--- config.mk ---
export PLATFORM = sky130hd
export DESIGN_NAME = speicher_zugriff
export DESIGN_NICKNAME = d
export VERILOG_FILES = /design/src/rtl/speicher_zugriff.sv
export SDC_FILE = /design/constraint.sdc
export NUM_CORES = 1
export LEC_CHECK = 0
export CAP_MARGIN = 5
export CORE_ASPECT_RATIO = 0.75
export CORE_MARGIN = 5
export CORE_UTILIZATION = 44
export CTS_CLUSTER_DIAMETER = 200
export DETAILED_ROUTE_END_ITERATION = 7
export GPL_TIMING_DRIVEN = 0
export PLACE_DENSITY = 0.86
export SYNTH_ARGS = -nofsm -noshare
export SYNTH_HDL_FRONTEND = slang
export SYNTH_SLANG_ARGS = --single-unit
--- constraint.sdc ---
create_clock -name Clock -period 4.2 [get_ports Clock]
set_input_delay 0.84 -clock Clock [delete_from_list [all_inputs] [get_ports Clock]]
set_output_delay 0.84 -clock Clock [all_outputs]
set_load 0.005 [all_outputs]
--- src/rtl/speicher_zugriff.sv ---
// speicher_zugriff -- memory access sequencer between the control FSM and a
// simple handshake memory bus.
//
// Serves one request at a time, with a fixed priority of store, then load,
// then fetch. Each transaction holds a bus strobe until MemBereit arrives or
// the wait budget (TIMEOUT cycles) runs out. It then spends one DONE cycle
// pulsing the completion flag for that request type.
//
// State table:
//   state      | meaning
//   IDLE       | waiting for a request; latches address/data on accept
//   FETCH_BUSY | MemLesen held, waiting for the instruction word
//   LOAD_BUSY  | MemLesen held, waiting for the data word
//   STORE_BUSY | MemSchreiben held, waiting for the write acknowledge
//   DONE       | one-cycle completion pulse; request inputs ignored
//
// Ports:
//   Clock, Reset (sync, active-low)
//   LoadBefehlSignal, LoadDatenSignal, StoreDatenSignal : request levels
//   PC, DatenAdresse, StoreDaten                        : request operands
//   Befehl, GeladeneDaten                               : captured read results
//   BefehlGeladen, DatenGeladen, DatenGespeichert       : completion pulses
//   Zeitueberschreitung                                 : sticky timeout flag
//   MemAdresse, MemSchreibDaten, MemLesen, MemSchreiben : bus request side
//   MemBereit, MemLeseDaten                             : bus response side
module speicher_zugriff #(
    parameter int TIMEOUT = 255
) (
    input  logic        Clock,
    input  logic        Reset,
    input  logic        LoadBefehlSignal,
    input  logic        LoadDatenSignal,
    input  logic        StoreDatenSignal,
    input  logic [31:0] PC,
    input  logic [31:0] DatenAdresse,
    input  logic [31:0] StoreDaten,
    output logic [31:0] Befehl,
    output logic [31:0] GeladeneDaten,
    output logic        BefehlGeladen,
    output logic        DatenGeladen,
    output logic        DatenGespeichert,
    output logic        Zeitueberschreitung,
    output logic [31:0] MemAdresse,
    output logic [31:0] MemSchreibDaten,
    output logic        MemLesen,
    output logic        MemSchreiben,
    input  logic        MemBereit,
    input  logic [31:0] MemLeseDaten
);

    typedef enum logic [2:0] {
        IDLE,
        FETCH_BUSY,
        LOAD_BUSY,
        STORE_BUSY,
        DONE
    } stateT;

    typedef enum logic [1:0] {
        OP_FETCH,
        OP_LOAD,
        OP_STORE
    } opT;

    // A wait cycle whose counter already equals TIMEOUT-1 is the TIMEOUT-th
    // cycle without an acknowledge, so the transaction ends on that edge.
    localparam logic [7:0] TimeoutLast = 8'(TIMEOUT - 1);

    stateT      state;
    stateT      nextState;
    opT         op;
    logic [7:0] waitCnt;
    logic       busy;
    logic       expired;

    assign busy    = (state == FETCH_BUSY) || (state == LOAD_BUSY) || (state == STORE_BUSY);
    assign expired = busy && !MemBereit && (waitCnt == TimeoutLast);

    // Strobes and pulses decode directly from the state register, so both
    // bus strobes can never be high together and reset clears them at once.
    assign MemLesen         = (state == FETCH_BUSY) || (state == LOAD_BUSY);
    assign MemSchreiben     = (state == STORE_BUSY);
    assign BefehlGeladen    = (state == DONE) && (op == OP_FETCH);
    assign DatenGeladen     = (state == DONE) && (op == OP_LOAD);
    assign DatenGespeichert = (state == DONE) && (op == OP_STORE);

    always_ff @(posedge Clock) begin
        if (!Reset) begin
            state <= IDLE;
        end else begin
            state <= nextState;
        end
    end

    always_comb begin
        nextState = state;
        case (state)
            IDLE: begin
                if (StoreDatenSignal) begin
                    nextState = STORE_BUSY;
                end else if (LoadDatenSignal) begin
                    nextState = LOAD_BUSY;
                end else if (LoadBefehlSignal) begin
                    nextState = FETCH_BUSY;
                end
            end
            FETCH_BUSY, LOAD_BUSY, STORE_BUSY: begin
                if (MemBereit || expired) begin
                    nextState = DONE;
                end
            end
            DONE:    nextState = IDLE;
            default: nextState = IDLE;
        endcase
    end

    always_ff @(posedge Clock) begin
        if (!Reset) begin
            op                  <= OP_FETCH;
            waitCnt             <= 8'd0;
            Befehl              <= 32'h0;
            GeladeneDaten       <= 32'h0;
            Zeitueberschreitung <= 1'b0;
            MemAdresse          <= 32'h0;
            MemSchreibDaten     <= 32'h0;
        end else begin
            case (state)
                IDLE: begin
                    waitCnt <= 8'd0;
                    if (StoreDatenSignal) begin
                        op              <= OP_STORE;
                        MemAdresse      <= DatenAdresse;
                        MemSchreibDaten <= StoreDaten;
                    end else if (LoadDatenSignal) begin
                        op         <= OP_LOAD;
                        MemAdresse <= DatenAdresse;
                    end else if (LoadBefehlSignal) begin
                        op         <= OP_FETCH;
                        MemAdresse <= PC;
                    end
                end
                FETCH_BUSY, LOAD_BUSY, STORE_BUSY: begin
                    if (MemBereit) begin
                        if (state == FETCH_BUSY) begin
                            Befehl <= MemLeseDaten;
                        end else if (state == LOAD_BUSY) begin
                            GeladeneDaten <= MemLeseDaten;
                        end
                    end else if (expired) begin
                        // A timed-out read leaves a defined zero rather than stale data.
                        Zeitueberschreitung <= 1'b1;
                        if (state == FETCH_BUSY) begin
                            Befehl <= 32'h0;
                        end else if (state == LOAD_BUSY) begin
                            GeladeneDaten <= 32'h0;
                        end
                    end else begin
                        waitCnt <= waitCnt + 8'd1;
                    end
                end
                default: begin
                end
            endcase
        end
    end

endmodule

Figure 1. Cell density map (run 1).
Scale bar: 50 um. The die is cut into 14 by 11 equal tiles; white is low, dark blue is high, 0 to 100% covered.
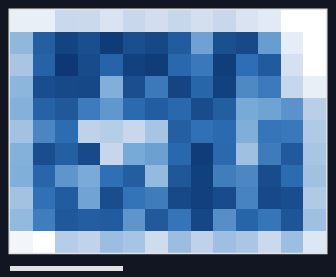
fullest tile = 97%
tiles over 75% full = 40%
emptiest ninth of the die = upper right
mean over tiles = 59%

Figure 2. Power grid (run 1).
Scale bar: 50 um. Pins as bars on the die edge. Tap cells in gray.
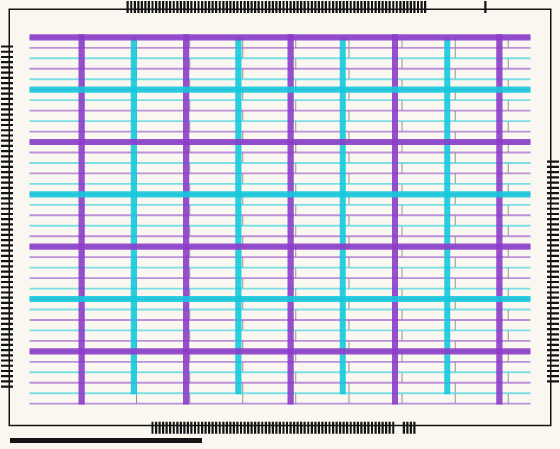
cyan -> VDD
purple -> VSS
met5 straps = 7
signal pins = 268
met1 rails = 36
tap cells = 166

Figure 3. Sequential cells colored by netlist name (run 1).
Scale bar: 50 um. Other sequential cells in the stronger gray, the rest of the logic in the fainter gray.
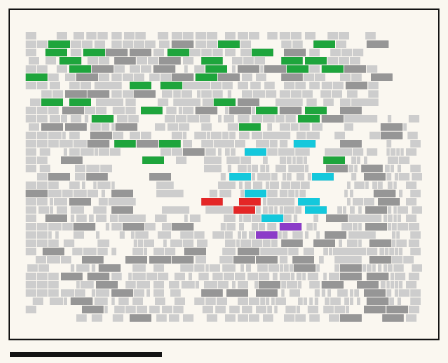
green -> Befehl  # placed flops 32
cyan -> waitCnt  # placed flops 8
red -> state  # placed flops 3
purple -> op  # placed flops 2
not colored = 97

Figure 4. Nets reached from selected ports (run 1).
Scale bar: 50 um.
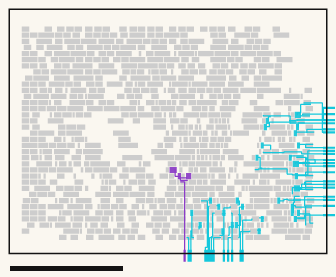
purple -> LoadDatenSignal  # direction input, edge bottom, end cells 3, buffers 1, wire 46.7 um
cyan -> StoreDaten  # direction input, edge 20 right, 12 bottom, end cells 32, buffers 32, wire 734 um

==> impl_metrics.env, run 1 <==
# physical design summary
export IMPL_via_count=5383
export IMPL_critPathLaunchType="register"
export IMPL_slew_viol_final=0
export IMPL_cp_cell_sequence="buf_4, nor3b_2, clkbuf_1, or2_2, clkdlybuf4s50_1"
export IMPL_power_frac_clock_pct=39.7
export IMPL_numSynthFlops=142
export IMPL_via_per_inst=5.42
export IMPL_synthTopCellsByArea="dfxtp_1 (51%), a32o_1 (11%), a211oi_2 (7.4%)"
export IMPL_route_met2_wl_mm=9.48
export IMPL_hp_start="MemSchreibDaten[12]"
export IMPL_path_class="reg -> out"
export IMPL_nClkBuffers=17
export IMPL_layout_min_cycle_time_ps=3420
export IMPL_area_delta_synth_final_pct=62.6
export IMPL_status="complete, no violations"
export IMPL_crit_arrival_ps=2580
export IMPL_tritoncts="done"
export IMPL_swShare_pct=27.3
export IMPL_grt_max_degree=17
export IMPL_hold_viol=0
export IMPL_synth_async_sr_flop_share_pct=0
--- run 2 (diff from run 1) ---
- CORE_UTILIZATION: 44 -> 37
- PLACE_DENSITY: 0.86 -> 0.77
- clock period: 4.2 -> 2.8 ns (I/O delays scaled with it)
Figure 5. Placement view (run 2).
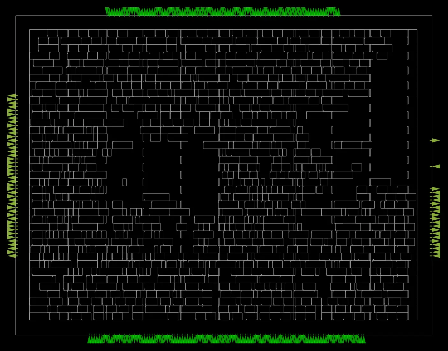
sequential cells: 142
# rows: 39

Figure 6. Sequential cells colored by netlist name (run 2).
Scale bar: 50 um. Other sequential cells in the stronger gray, the rest of the logic in the fainter gray.
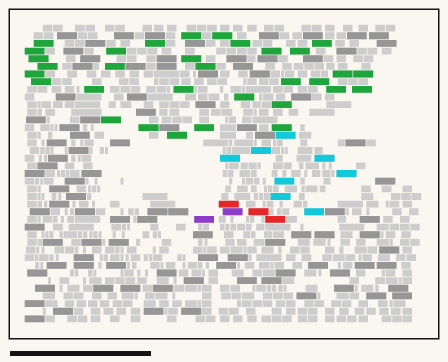
green -> Befehl  # placed flops 32
red -> state  # placed flops 3
purple -> op  # placed flops 2
cyan -> waitCnt  # placed flops 8
not colored = 97

==> run 2 against run 1 <==
  * Synthesized area did not move
  * Total power rose by 45%
  * Global-route usage fell by 4.3 points
  * Largest cell class unchanged
  * Clock skew rose by 1.0 ps
  * Critical path depth did not move
  * Non-clock buffer count rose by 2
  * Combinational power rose by 52%
  * Flip-flop count did not move
  * Critical path type unchanged
==> impl_metrics.env, run 2 <==
# physical design summary
export IMPL_power_frac_clock_pct=37.5
export IMPL_maxPowerGroup="registers"
export IMPL_rsz0062_at_grt="false"
export IMPL_cp_cell_sequence="buf_2, nor3b_4, clkbuf_4, or2_2, clkdlybuf4s50_1"
export IMPL_initCoreUtil_pct=37.3
export IMPL_critPathLaunchType="register"
export IMPL_layout_min_cycle_time_ps=2710
export IMPL_fin_hold_ws_ps=453
export IMPL_nClkBuffers=18
export IMPL_largestClassByArea="non-clock buffers"
export IMPL_synth_async_sr_flop_share_pct=0
export IMPL_clock_path_buffers=2
export IMPL_grt_max_degree=17
export IMPL_clock_latency_late_pin_ps=420
export IMPL_route_met2_wl_mm=8.74
export IMPL_critPathMaxStageDelay_ps=500
export IMPL_path_class="reg -> out"
export IMPL_ant_nets=0
export IMPL_numSynthFlops=142
export IMPL_via_count=5171
export IMPL_top_cell="dfxtp_1"
export IMPL_swShare_pct=27.5
export IMPL_tritoncts="done"
export IMPL_via_per_inst=5.00
export IMPL_crit_arrival_ps=2150
export IMPL_status="complete, no violations"
export IMPL_ys_warn_count=0
export IMPL_slew_viol_final=0
export IMPL_xor_share_pct=0.156
export IMPL_synthTopCellsByArea="dfxtp_1 (51%), a32o_1 (11%), a211oi_2 (7.4%)"
export IMPL_simple_gate_share_pct=11.7
export IMPL_ys_cells=529
export IMPL_area_delta_synth_final_pct=62.9
--- run 3 (diff from run 2) ---
- ABC_CLOCK_PERIOD_IN_PS: default -> 2800
- CAP_MARGIN: 5 -> 25
- CORE_ASPECT_RATIO: 0.75 -> 1.1
Figure 7. Sequential cells colored by netlist name (run 3).
Scale bar: 50 um. Other sequential cells in the stronger gray, the rest of the logic in the fainter gray.
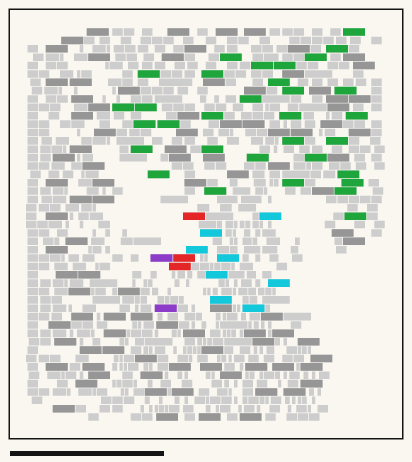
cyan -> waitCnt  # placed flops 8, where center
red -> state  # placed flops 3
green -> Befehl  # placed flops 32
purple -> op  # placed flops 2

Figure 8. Placement view (run 3).
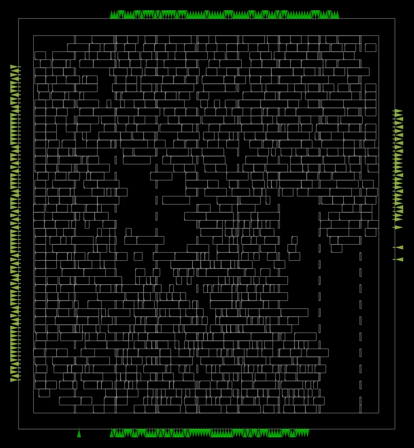
register share of the cell area: 31.2%
# rows: 47

==> run 3 against run 2 <==
  * Core utilization grew 0.29 points
  * Sequential share of layout area is essentially flat
  * Total power grew 0.24%
  * Hold slack lost 0.84 ps
  * Register-to-register slack gained 40 ps
  * Cell area shrank 0.14%
  * Critical path type unchanged
  * Largest cell class unchanged
  * Largest power group unchanged
  * Highest routed layer unchanged
==> impl_metrics.env, run 3 <==
# physical design summary
export IMPL_swShare_pct=27.6
export IMPL_status="complete, no violations"
export IMPL_path_class="reg -> out"
export IMPL_ant_nets=0
export IMPL_tritoncts="done"
export IMPL_hp_start="MemSchreibDaten[31]"
export IMPL_layout_min_cycle_time_ps=2700
export IMPL_nFlopsAndLatches=142
export IMPL_via_count=5227
export IMPL_synthTopCellsByArea="dfxtp_1 (51%), a32o_1 (11%), a211oi_2 (7.4%)"
export IMPL_synth_async_sr_flop_share_pct=0
export IMPL_grt_max_degree=17
export IMPL_numSynthFlops=142
export IMPL_nClkBuffers=19
export IMPL_maxPowerGroup="registers"
export IMPL_xor_share_pct=0.156
export IMPL_area_delta_synth_final_pct=62.7
export IMPL_largestClassByArea="non-clock buffers"
export IMPL_rsz0062_at_grt="false"
export IMPL_cp_cell_sequence="buf_2, nor3b_4, buf_2, or2_2, clkdlybuf4s50_1"
export IMPL_simple_gate_share_pct=11.7
export IMPL_critPathLaunchType="register"
Power and IR drop assume default switching activity.
